===== config.mk =====
export PLATFORM = sky130hd
export DESIGN_NAME = epg_misc_regbank_v2_flat
export DESIGN_NICKNAME = d
export VERILOG_FILES = /design/src/rtl/epg_misc_regbank_v2_if.sv /design/src/rtl/epg_misc_regbank_v2.sv /design/src/flat_wrapper.sv
export SDC_FILE = /design/constraint.sdc
export NUM_CORES = 1
export LEC_CHECK = 0
export CORE_ASPECT_RATIO = 1.5
export CORE_UTILIZATION = 30
export DETAILED_ROUTE_END_ITERATION = 10
export HOLD_SLACK_MARGIN = 0.06
export MAX_ROUTING_LAYER = met4
export PLACE_DENSITY = 0.49
export SLEW_MARGIN = 20
export SYNTH_ARGS = -nofsm -noshare
export SYNTH_HDL_FRONTEND = slang
export SYNTH_SLANG_ARGS = --single-unit
export TNS_END_PERCENT = 50

===== constraint.sdc =====
create_clock -name clk -period 9.15 [get_ports clk]
set_input_delay 1.83 -clock clk [delete_from_list [all_inputs] [get_ports clk]]
set_output_delay 1.83 -clock clk [all_outputs]
set_load 0.01 [all_outputs]

===== src/rtl/epg_misc_regbank_v2_if.sv =====
// APB-style slave bus bundle for the external peripheral group register bank.
// The master drives the request fields and the slave returns the response fields.
interface epg_misc_regbank_v2_if #(
  parameter int unsigned BW_ADDR = 8
);
  logic               rpsel;
  logic               rpenable;
  logic [BW_ADDR-1:0] rpaddr;
  logic               rpwrite;
  logic [31:0]        rpwdata;
  logic [3:0]         rpstrb;
  logic [31:0]        rprdata;
  logic               rpready;
  logic               rpslverr;

  modport master (
    output rpsel, rpenable, rpaddr, rpwrite, rpwdata, rpstrb,
    input  rprdata, rpready, rpslverr
  );

  modport slave (
    input  rpsel, rpenable, rpaddr, rpwrite, rpwdata, rpstrb,
    output rprdata, rpready, rpslverr
  );
endinterface


===== src/rtl/epg_misc_regbank_v2.sv =====
// Register bank for the external peripheral group: general-purpose registers,
// sticky write-status bits with a maskable interrupt, and a programmable tick.
module epg_misc_regbank_v2 #(
  parameter int unsigned BW_ADDR          = 8,
  parameter int unsigned NUM_EXTREG       = 8,
  parameter int unsigned BW_TICK_CFG      = 16,
  parameter logic [31:0] EXTREG_DEFAULT   = 32'h0,
  parameter int unsigned TICK_CFG_DEFAULT = 0
) (
  input  logic                    clk,
  input  logic                    rstnn,
  epg_misc_regbank_v2_if.slave    apb,
  output logic [32*NUM_EXTREG-1:0] extreg_list,
  output logic [NUM_EXTREG-1:0]   extreg_wpulse,
  output logic [BW_TICK_CFG-1:0]  tick_cfg,
  output logic                    tick,
  output logic                    irq
);
  localparam int unsigned IDX_TICK   = NUM_EXTREG;
  localparam int unsigned IDX_STATUS = NUM_EXTREG + 1;
  localparam int unsigned IDX_IRQEN  = NUM_EXTREG + 2;

  logic                   w_access;
  logic                   w_err;
  logic                   w_wr;
  logic [31:0]            w_idx;
  logic [31:0]            w_bmask;
  logic [31:0]            w_rdata;
  logic                   w_tick;
  logic [NUM_EXTREG-1:0]  w_ext_wr;
  logic [NUM_EXTREG-1:0]  w_status_clr;

  logic [31:0]            r_extreg [NUM_EXTREG];
  logic [NUM_EXTREG-1:0]  r_wpulse;
  logic [NUM_EXTREG-1:0]  r_status;
  logic [NUM_EXTREG-1:0]  r_irq_en;
  logic [BW_TICK_CFG-1:0] r_tick_cfg;
  logic [BW_TICK_CFG-1:0] r_cnt;

  assign w_access = apb.rpsel & apb.rpenable;
  assign w_idx    = 32'(apb.rpaddr[BW_ADDR-1:2]);
  assign w_err    = w_access & ((apb.rpaddr[1:0] != 2'b00) | (w_idx > IDX_IRQEN));
  assign w_wr     = w_access & apb.rpwrite & ~w_err;

  genvar gi;
  generate
    for (gi = 0; gi < 4; gi++) begin : g_bmask
      assign w_bmask[8*gi +: 8] = {8{apb.rpstrb[gi]}};
    end
    for (gi = 0; gi < NUM_EXTREG; gi++) begin : g_ext
      assign w_ext_wr[gi]              = w_wr & (w_idx == 32'(gi));
      assign extreg_list[32*gi +: 32]  = r_extreg[gi];
    end
  endgenerate

  // Strobes gate the W1C mask byte-wise, like an ordinary write.
  assign w_status_clr = (w_wr && (w_idx == IDX_STATUS)) ?
                        (apb.rpwdata[NUM_EXTREG-1:0] & w_bmask[NUM_EXTREG-1:0]) : '0;

  always_ff @(posedge clk) begin
    if (!rstnn) begin
      for (int unsigned k = 0; k < NUM_EXTREG; k++) r_extreg[k] <= EXTREG_DEFAULT;
      r_wpulse <= '0;
      r_status <= '0;
      r_irq_en <= '0;
    end else begin
      for (int unsigned k = 0; k < NUM_EXTREG; k++) begin
        if (w_ext_wr[k]) r_extreg[k] <= (r_extreg[k] & ~w_bmask) | (apb.rpwdata & w_bmask);
      end
      r_wpulse <= w_ext_wr;
      // Set is applied after clear so a simultaneous write keeps the bit.
      r_status <= (r_status & ~w_status_clr) | w_ext_wr;
      if (w_wr && (w_idx == IDX_IRQEN))
        r_irq_en <= (r_irq_en & ~w_bmask[NUM_EXTREG-1:0]) |
                    (apb.rpwdata[NUM_EXTREG-1:0] & w_bmask[NUM_EXTREG-1:0]);
    end
  end

  assign w_tick = (r_tick_cfg != '0) && (r_cnt == r_tick_cfg);

  always_ff @(posedge clk) begin
    if (!rstnn) begin
      r_tick_cfg <= BW_TICK_CFG'(TICK_CFG_DEFAULT);
      r_cnt      <= '0;
    end else if (w_wr && (w_idx == IDX_TICK)) begin
      // Any config write restarts the phase, even with an unchanged value.
      r_tick_cfg <= (r_tick_cfg & ~w_bmask[BW_TICK_CFG-1:0]) |
                    (apb.rpwdata[BW_TICK_CFG-1:0] & w_bmask[BW_TICK_CFG-1:0]);
      r_cnt      <= '0;
    end else if (w_tick || (r_tick_cfg == '0)) begin
      r_cnt <= '0;
    end else begin
      r_cnt <= r_cnt + BW_TICK_CFG'(1);
    end
  end

  always_comb begin
    w_rdata = '0;
    if (w_access && !w_err) begin
      if (w_idx < NUM_EXTREG) begin
        for (int unsigned k = 0; k < NUM_EXTREG; k++) begin
          if (w_idx == k) w_rdata = r_extreg[k];
        end
      end else if (w_idx == IDX_TICK) begin
        w_rdata = 32'(r_tick_cfg);
      end else if (w_idx == IDX_STATUS) begin
        w_rdata = 32'(r_status);
      end else begin
        w_rdata = 32'(r_irq_en);
      end
    end
  end

  assign apb.rprdata  = w_rdata;
  assign apb.rpready  = 1'b1;
  assign apb.rpslverr = w_err;

  assign extreg_wpulse = r_wpulse;
  assign tick_cfg      = r_tick_cfg;
  assign tick          = w_tick;
  assign irq           = |(r_status & r_irq_en);
endmodule


===== src/flat_wrapper.sv =====
// flat-port wrapper written by rule: the top's interface ports become plain ports
module epg_misc_regbank_v2_flat 
#(
  parameter int unsigned BW_ADDR          = 8,
  parameter int unsigned NUM_EXTREG       = 8,
  parameter int unsigned BW_TICK_CFG      = 16,
  parameter logic [31:0] EXTREG_DEFAULT   = 32'h0,
  parameter int unsigned TICK_CFG_DEFAULT = 0
)
  (clk, rstnn, extreg_list, extreg_wpulse, tick_cfg, tick, irq, apb_rpsel, apb_rpenable, apb_rpaddr, apb_rpwrite, apb_rpwdata, apb_rpstrb, apb_rprdata, apb_rpready, apb_rpslverr);
  epg_misc_regbank_v2_if #(.BW_ADDR(BW_ADDR)) apb_i ();
  input  logic clk;
  input  logic rstnn;
  output logic [32*NUM_EXTREG-1:0] extreg_list;
  output logic [NUM_EXTREG-1:0] extreg_wpulse;
  output logic [BW_TICK_CFG-1:0] tick_cfg;
  output logic tick;
  output logic irq;
  input wire logic [$bits(apb_i.rpsel)-1:0] apb_rpsel;
  input wire logic [$bits(apb_i.rpenable)-1:0] apb_rpenable;
  input wire logic [$bits(apb_i.rpaddr)-1:0] apb_rpaddr;
  input wire logic [$bits(apb_i.rpwrite)-1:0] apb_rpwrite;
  input wire logic [$bits(apb_i.rpwdata)-1:0] apb_rpwdata;
  input wire logic [$bits(apb_i.rpstrb)-1:0] apb_rpstrb;
  output wire logic [$bits(apb_i.rprdata)-1:0] apb_rprdata;
  output wire logic [$bits(apb_i.rpready)-1:0] apb_rpready;
  output wire logic [$bits(apb_i.rpslverr)-1:0] apb_rpslverr;
  assign apb_i.rpsel = apb_rpsel;
  assign apb_i.rpenable = apb_rpenable;
  assign apb_i.rpaddr = apb_rpaddr;
  assign apb_i.rpwrite = apb_rpwrite;
  assign apb_i.rpwdata = apb_rpwdata;
  assign apb_i.rpstrb = apb_rpstrb;
  assign apb_rprdata = apb_i.rprdata;
  assign apb_rpready = apb_i.rpready;
  assign apb_rpslverr = apb_i.rpslverr;
  epg_misc_regbank_v2 #(.BW_ADDR(BW_ADDR), .NUM_EXTREG(NUM_EXTREG), .BW_TICK_CFG(BW_TICK_CFG), .EXTREG_DEFAULT(EXTREG_DEFAULT), .TICK_CFG_DEFAULT(TICK_CFG_DEFAULT)) u_core (.clk(clk), .rstnn(rstnn), .apb(apb_i), .extreg_list(extreg_list), .extreg_wpulse(extreg_wpulse), .tick_cfg(tick_cfg), .tick(tick), .irq(irq));
endmodule

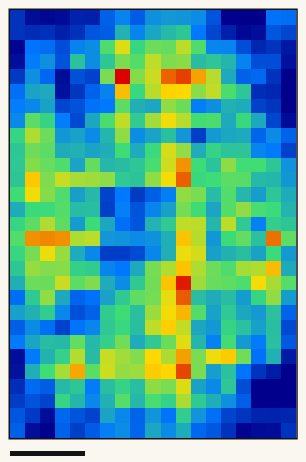
**Above:** run 1 (wiring heat map).
Bar = 50 µm. The die is cut into 19 by 29 equal tiles; dark blue is low, red is high, scaled to the fullest tile. Values are wire area over tile area, all layers added.
The mean over all tiles is 0.21. 32% of the tiles are over half the peak. The fullest tile reaches 0.54. 3.3% of the tiles are nearly empty.
drt wl/cell: 27.9 µm
All-Layer GR Usage: 26.5%
Routed Wire Length: 71800 µm

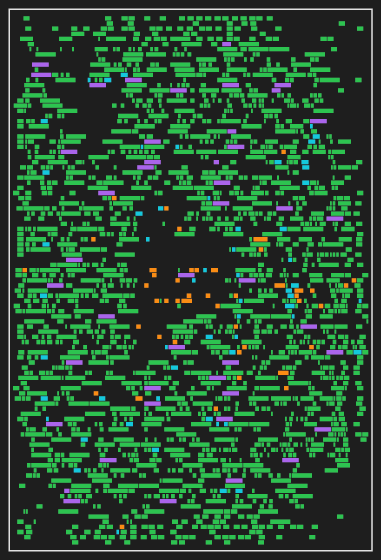
**Above:** run 1 (cell sizes after repair).
drive 2: marked cyan, cells 56, share 3.0%. drive 6 and up: marked purple, cells 45, share 2.4%. drive 1 or less: marked green, cells 1741, share 92%. drive 3 to 4: marked orange, cells 45, share 2.4%.
post-layout instance area: 21600 µm²
Syn-to-layout area delta: 34.2%

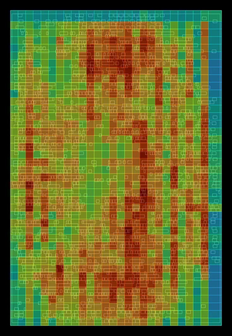
**Above:** run 1 (track usage over the die).
most utilized layer in the global route result: met2
fraction of met3 tracks used by global routing: 5.19%
met2 Resource Use GR: 44.3%
core utilization of the finished layout: 40.9%

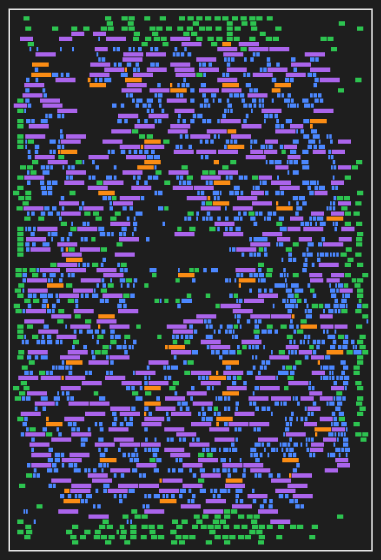
**Above:** run 1 (placement by cell class).
other buffers and delay cells: marked green, cells 395, share of their area 19%. flops: marked purple, cells 312, share of their area 42%. clock drivers and dummy loads: marked orange, cells 68, share of their area 5.6%. all other logic: marked blue, cells 1112, share of their area 33%.
sequential cell area share: 40.7%
Floorplan Core Area: 52800 µm²
site row count: 103

==> report_table.html, run 1 <==
<h3>Run summary</h3>
<table>
<tr><th>Metric</th><th>Value</th></tr>
<tr><th colspan="2">Status</th></tr>
<tr><td>Run status</td><td>complete, no violations</td></tr>
<tr><th colspan="2">Final layout</th></tr>
<tr><td>Most frequent cells in the layout</td><td>356 x sky130_fd_sc_hd__clkdlybuf4s50_1, 259 x sky130_fd_sc_hd__nand2b_1, 256 x sky130_fd_sc_hd__edfxtp_1</td></tr>
<tr><td>Clock-cell share of area</td><td>5.37%</td></tr>
<tr><td>Final net count</td><td>1908</td></tr>
<tr><td>Diode insertion count for antenna repair</td><td>0</td></tr>
<tr><th colspan="2">Drt</th></tr>
<tr><td>Residual DRC</td><td>0</td></tr>
<tr><td>Number of vias per cell after detailed routing</td><td>5.43</td></tr>
<tr><td>Routed vias</td><td>14.0k</td></tr>
<tr><th colspan="2">Synthesis</th></tr>
<tr><td>Cell with the most instances after synthesis</td><td>sky130_fd_sc_hd__nand2b_1</td></tr>
<tr><td>Cells after synthesis</td><td>1539</td></tr>
<tr><td>Average footprint of a synthesized cell</td><td>10.5 µm²</td></tr>
<tr><td>Cell type with the largest total area after synthesis</td><td>sky130_fd_sc_hd__edfxtp_1</td></tr>
<tr><td>Count of library flops with an enable pin</td><td>256</td></tr>
<tr><td>Synthesized netlist net count</td><td>1589</td></tr>
<tr><td>Top FF cell, synth</td><td>sky130_fd_sc_hd__edfxtp_1</td></tr>
<tr><td>Register share after synthesis</td><td>54.6%</td></tr>
<tr><td>Largest family of logic cells by area</td><td>AND-OR/OR-AND gates</td></tr>
<tr><th colspan="2">Final timing</th></tr>
<tr><td>Cycle use final</td><td>83.2%</td></tr>
<tr><td>Highest Clock Rate</td><td>131 MHz</td></tr>
<tr><th colspan="2">Pwr</th></tr>
<tr><td>Power, Total</td><td>0.00347 W</td></tr>
<tr><td>Power density normalized to cell area</td><td>161 nW/µm²</td></tr>
<tr><td>Leak pwr</td><td>7.51 nW</td></tr>
<tr><th colspan="2">Clock network</th></tr>
<tr><td>Clock Sink Count</td><td>312</td></tr>
<tr><td>Cell at the root of the clock tree</td><td>sky130_fd_sc_hd__clkbuf_16</td></tr>
<tr><td>Maximum count of clock buffers along a single path</td><td>3</td></tr>
<tr><td>Count of H-tree levels built during CTS</td><td>2</td></tr>
<tr><td>Quantity of hold-fixing buffers added after cts</td><td>0</td></tr>
<tr><td>Later-pin clock latency in the skew report</td><td>0.54 ns</td></tr>
<tr><td>TritonCTS clock tree</td><td>done</td></tr>
<tr><td>Number of setup buffers added after CTS</td><td>0</td></tr>
<tr><th colspan="2">GRT</th></tr>
<tr><td>Initial antenna violation count</td><td>0</td></tr>
<tr><th colspan="2">Setup path</th></tr>
<tr><td>Longest individual stage delay on the worst path</td><td>0.87 ns</td></tr>
<tr><td>Critical path data arrival time</td><td>5.78 ns</td></tr>
<tr><td>Worst setup SP type</td><td>input port</td></tr>
<tr><td>Most frequent CP cell</td><td>sky130_fd_sc_hd__clkdlybuf4s50_1</td></tr>
<tr><th colspan="2">Run</th></tr>
<tr><td>Warning total across the stage logs</td><td>26</td></tr>
<tr><th colspan="2">Min path</th></tr>
<tr><td>Number of instances on the worst hold path</td><td>2</td></tr>
<tr><th colspan="2">Placed design</th></tr>
<tr><td>Cell area after placement</td><td>20500 µm²</td></tr>
<tr><th colspan="2">Floorplan</th></tr>
<tr><td>Number of placed I/O pins</td><td>365</td></tr>
</table>
[run 1: where the power goes]
part	total [W]	internal, W	switching [W]
Combinational	0.000381	0.000164	0.000218
Clock	0.00145	0.000830	0.000623
Sequential	0.00164	0.00159	0.0000524
[run 1: routing by layer]
metal / track usage (%) / vias to the layer above
li1: - / 6300
met1: 31.1 / 6949
met2: 44.3 / 581
met3: 5.19 / 125
met4: 10.1 / 0
met5: - / -
[run 1: critical path, delay by kind of cell]
family,cells,cell delay [ns]
buffers and inverters,3,1.57
and+or+nand+nor,4,2.23
AOI/OAI and AO/OA,1,0.15
[run 1: flip-flops by register name (all words and copies together) (netlist names), named ones only]
signal and flops:
u_core.r_extreg 256, u_core.r_cnt 16, u_core.extreg_wpulse 8, u_core.r_status 8
**Run 1: local utilization**

Bar = 50 µm. The die is cut into 19 by 29 equal tiles; dark blue is low, red is high, 0 to 100% covered.
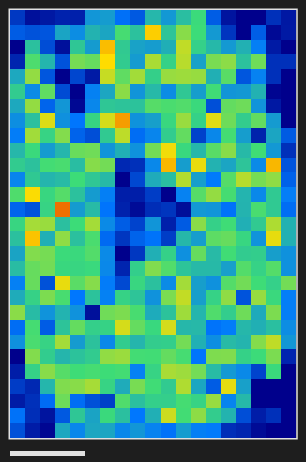

## Run 2: what changed since run 1
Clock period 9.15 ns to 7.97 ns, I/O delays scaled along.
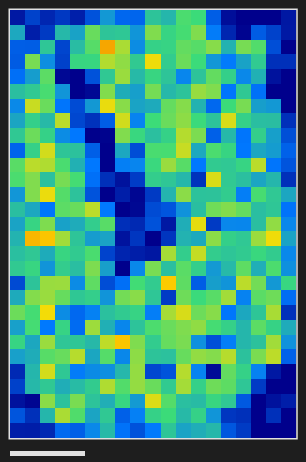
**Above:** run 2 (local utilization).
Bar = 50 µm. The die is cut into 19 by 29 equal tiles; dark blue is low, red is high, 0 to 100% covered.
The mean over all tiles is 38%. The fullest tile reaches 81%. 6.0% of the tiles are nearly empty. 0.90% of the tiles are over 75% full.
pre-placement core utilization: 30.5%
core utilization of the finished layout: 41.0%

==> run 2 against run 1 <==
Net effect: global-route usage up 0.32 points; non-clock buffer count increased by 4; synthesized cell count stayed put; largest cell class unchanged; clock power up 17%.
==> report_table.html, run 2 <==
<h3>Run summary</h3>
<table>
<tr><th>Metric</th><th>Value</th></tr>
<tr><th colspan="2">Synthesis</th></tr>
<tr><td>Cells after synthesis</td><td>1539</td></tr>
<tr><td>Average footprint of a synthesized cell</td><td>10.5 µm²</td></tr>
<tr><td>Count of library flops with an enable pin</td><td>256</td></tr>
<tr><td>Cell type with the largest total area after synthesis</td><td>sky130_fd_sc_hd__edfxtp_1</td></tr>
<tr><th colspan="2">Clock network</th></tr>
<tr><td>Later-pin clock latency in the skew report</td><td>0.53 ns</td></tr>
<tr><td>Count of H-tree levels built during CTS</td><td>2</td></tr>
<tr><td>Cell at the root of the clock tree</td><td>sky130_fd_sc_hd__clkbuf_16</td></tr>
<tr><td>Maximum count of clock buffers along a single path</td><td>3</td></tr>
<tr><td>TritonCTS clock tree</td><td>done</td></tr>
<tr><td>Number of setup buffers added after CTS</td><td>0</td></tr>
<tr><td>Clock Sink Count</td><td>312</td></tr>
<tr><td>Quantity of hold-fixing buffers added after cts</td><td>0</td></tr>
<tr><th colspan="2">Final layout</th></tr>
<tr><td>Most frequent cells in the layout</td><td>356 x sky130_fd_sc_hd__clkdlybuf4s50_1, 259 x sky130_fd_sc_hd__nand2b_1, 256 x sky130_fd_sc_hd__edfxtp_1</td></tr>
<tr><td>Number of flip-flops in the largest register</td><td>256</td></tr>
<tr><td>Largest registers in the final layout</td><td>u_core.r_extreg: 256 flops, u_core.r_cnt: 16 flops</td></tr>
<tr><td>Syn-to-layout area delta</td><td>34.3%</td></tr>
<tr><td>Final net count</td><td>1912</td></tr>
<tr><th colspan="2">Status</th></tr>
<tr><td>Run status</td><td>complete, no violations</td></tr>
<tr><th colspan="2">Pwr</th></tr>
<tr><td>Share of power burned in registers</td><td>46.9%</td></tr>
<tr><td>Sw Ratio</td><td>25.3%</td></tr>
<tr><td>Clk. pwr</td><td>0.00169 W</td></tr>
<tr><td>Main power group</td><td>registers</td></tr>
<tr><td>Leak pwr</td><td>7.50 nW</td></tr>
<tr><td>Clock share of power</td><td>42.1%</td></tr>
<tr><td>Power density normalized to cell area</td><td>185 nW/µm²</td></tr>
<tr><td>Comb power</td><td>0.000440 W</td></tr>
<tr><th colspan="2">Setup path</th></tr>
<tr><td>Buf+Inv Stages, Crit Path</td><td>3</td></tr>
<tr><td>Most frequent CP cell</td><td>sky130_fd_sc_hd__clkdlybuf4s50_1</td></tr>
<tr><td>Longest individual stage delay on the worst path</td><td>0.91 ns</td></tr>
<tr><td>Cell class contributing the biggest share of worst-path delay</td><td>buffers and inverters</td></tr>
<tr><td>Worst setup SP type</td><td>input port</td></tr>
<tr><td>Critical path data arrival time</td><td>5.26 ns</td></tr>
<tr><th colspan="2">Run</th></tr>
<tr><td>Warning total across the stage logs</td><td>26</td></tr>
<tr><th colspan="2">Drt</th></tr>
<tr><td>Number of vias per cell after detailed routing</td><td>5.44</td></tr>
<tr><td>Residual DRC</td><td>0</td></tr>
<tr><td>Drt wl/cell</td><td>28.1 µm</td></tr>
<tr><th colspan="2">Floorplan</th></tr>
<tr><td>Floorplan Core Area</td><td>52800 µm²</td></tr>
<tr><td>Number of placed I/O pins</td><td>365</td></tr>
<tr><td>Site row count</td><td>103</td></tr>
<tr><th colspan="2">Placed design</th></tr>
<tr><td>Cell area after placement</td><td>20500 µm²</td></tr>
<tr><th colspan="2">Final timing</th></tr>
<tr><td>Cycle use final</td><td>86.0%</td></tr>
<tr><th colspan="2">GRT</th></tr>
<tr><td>All-Layer GR Usage</td><td>26.8%</td></tr>
</table>
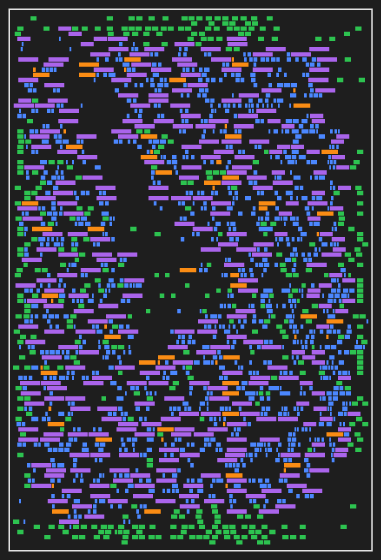
**Above:** run 2 (placement by cell class).
clock drivers and dummy loads: marked orange, cells 66, share of their area 5.6%. other buffers and delay cells: marked green, cells 399, share of their area 19%. all other logic: marked blue, cells 1112, share of their area 33%. flops: marked purple, cells 312, share of their area 42%.
sequential cell area share: 40.7%
post-layout instance area: 21700 µm²

## run 2: worst paths after layout
path	startpoint	endpoint	cells after the start
setup / recovery	apb_rpaddr[6]	apb_rprdata[29]	8
hold / removal	u_core.r_status[4]$_SDFF_PN0_	u_core.r_status[4]$_SDFF_PN0_	2
setup reg to reg	flop	u_core.r_cnt[13]$_SDFF_PP0_	5
hold reg to reg	u_core.r_status[4]$_SDFF_PN0_	u_core.r_status[4]$_SDFF_PN0_	2
## run 2: routing by layer
layer | up-vias | track usage (%) | wire length [µm]
met4 | 0 | 11.3 | 3190
met2 | 600 | 44.4 | 35700
li1 | 6281 | - | -
met1 | 6964 | 31.5 | 28500
met5 | - | - | 0
met3 | 143 | 5.21 | 4950
Power is estimated from default activity; no workload was simulated.
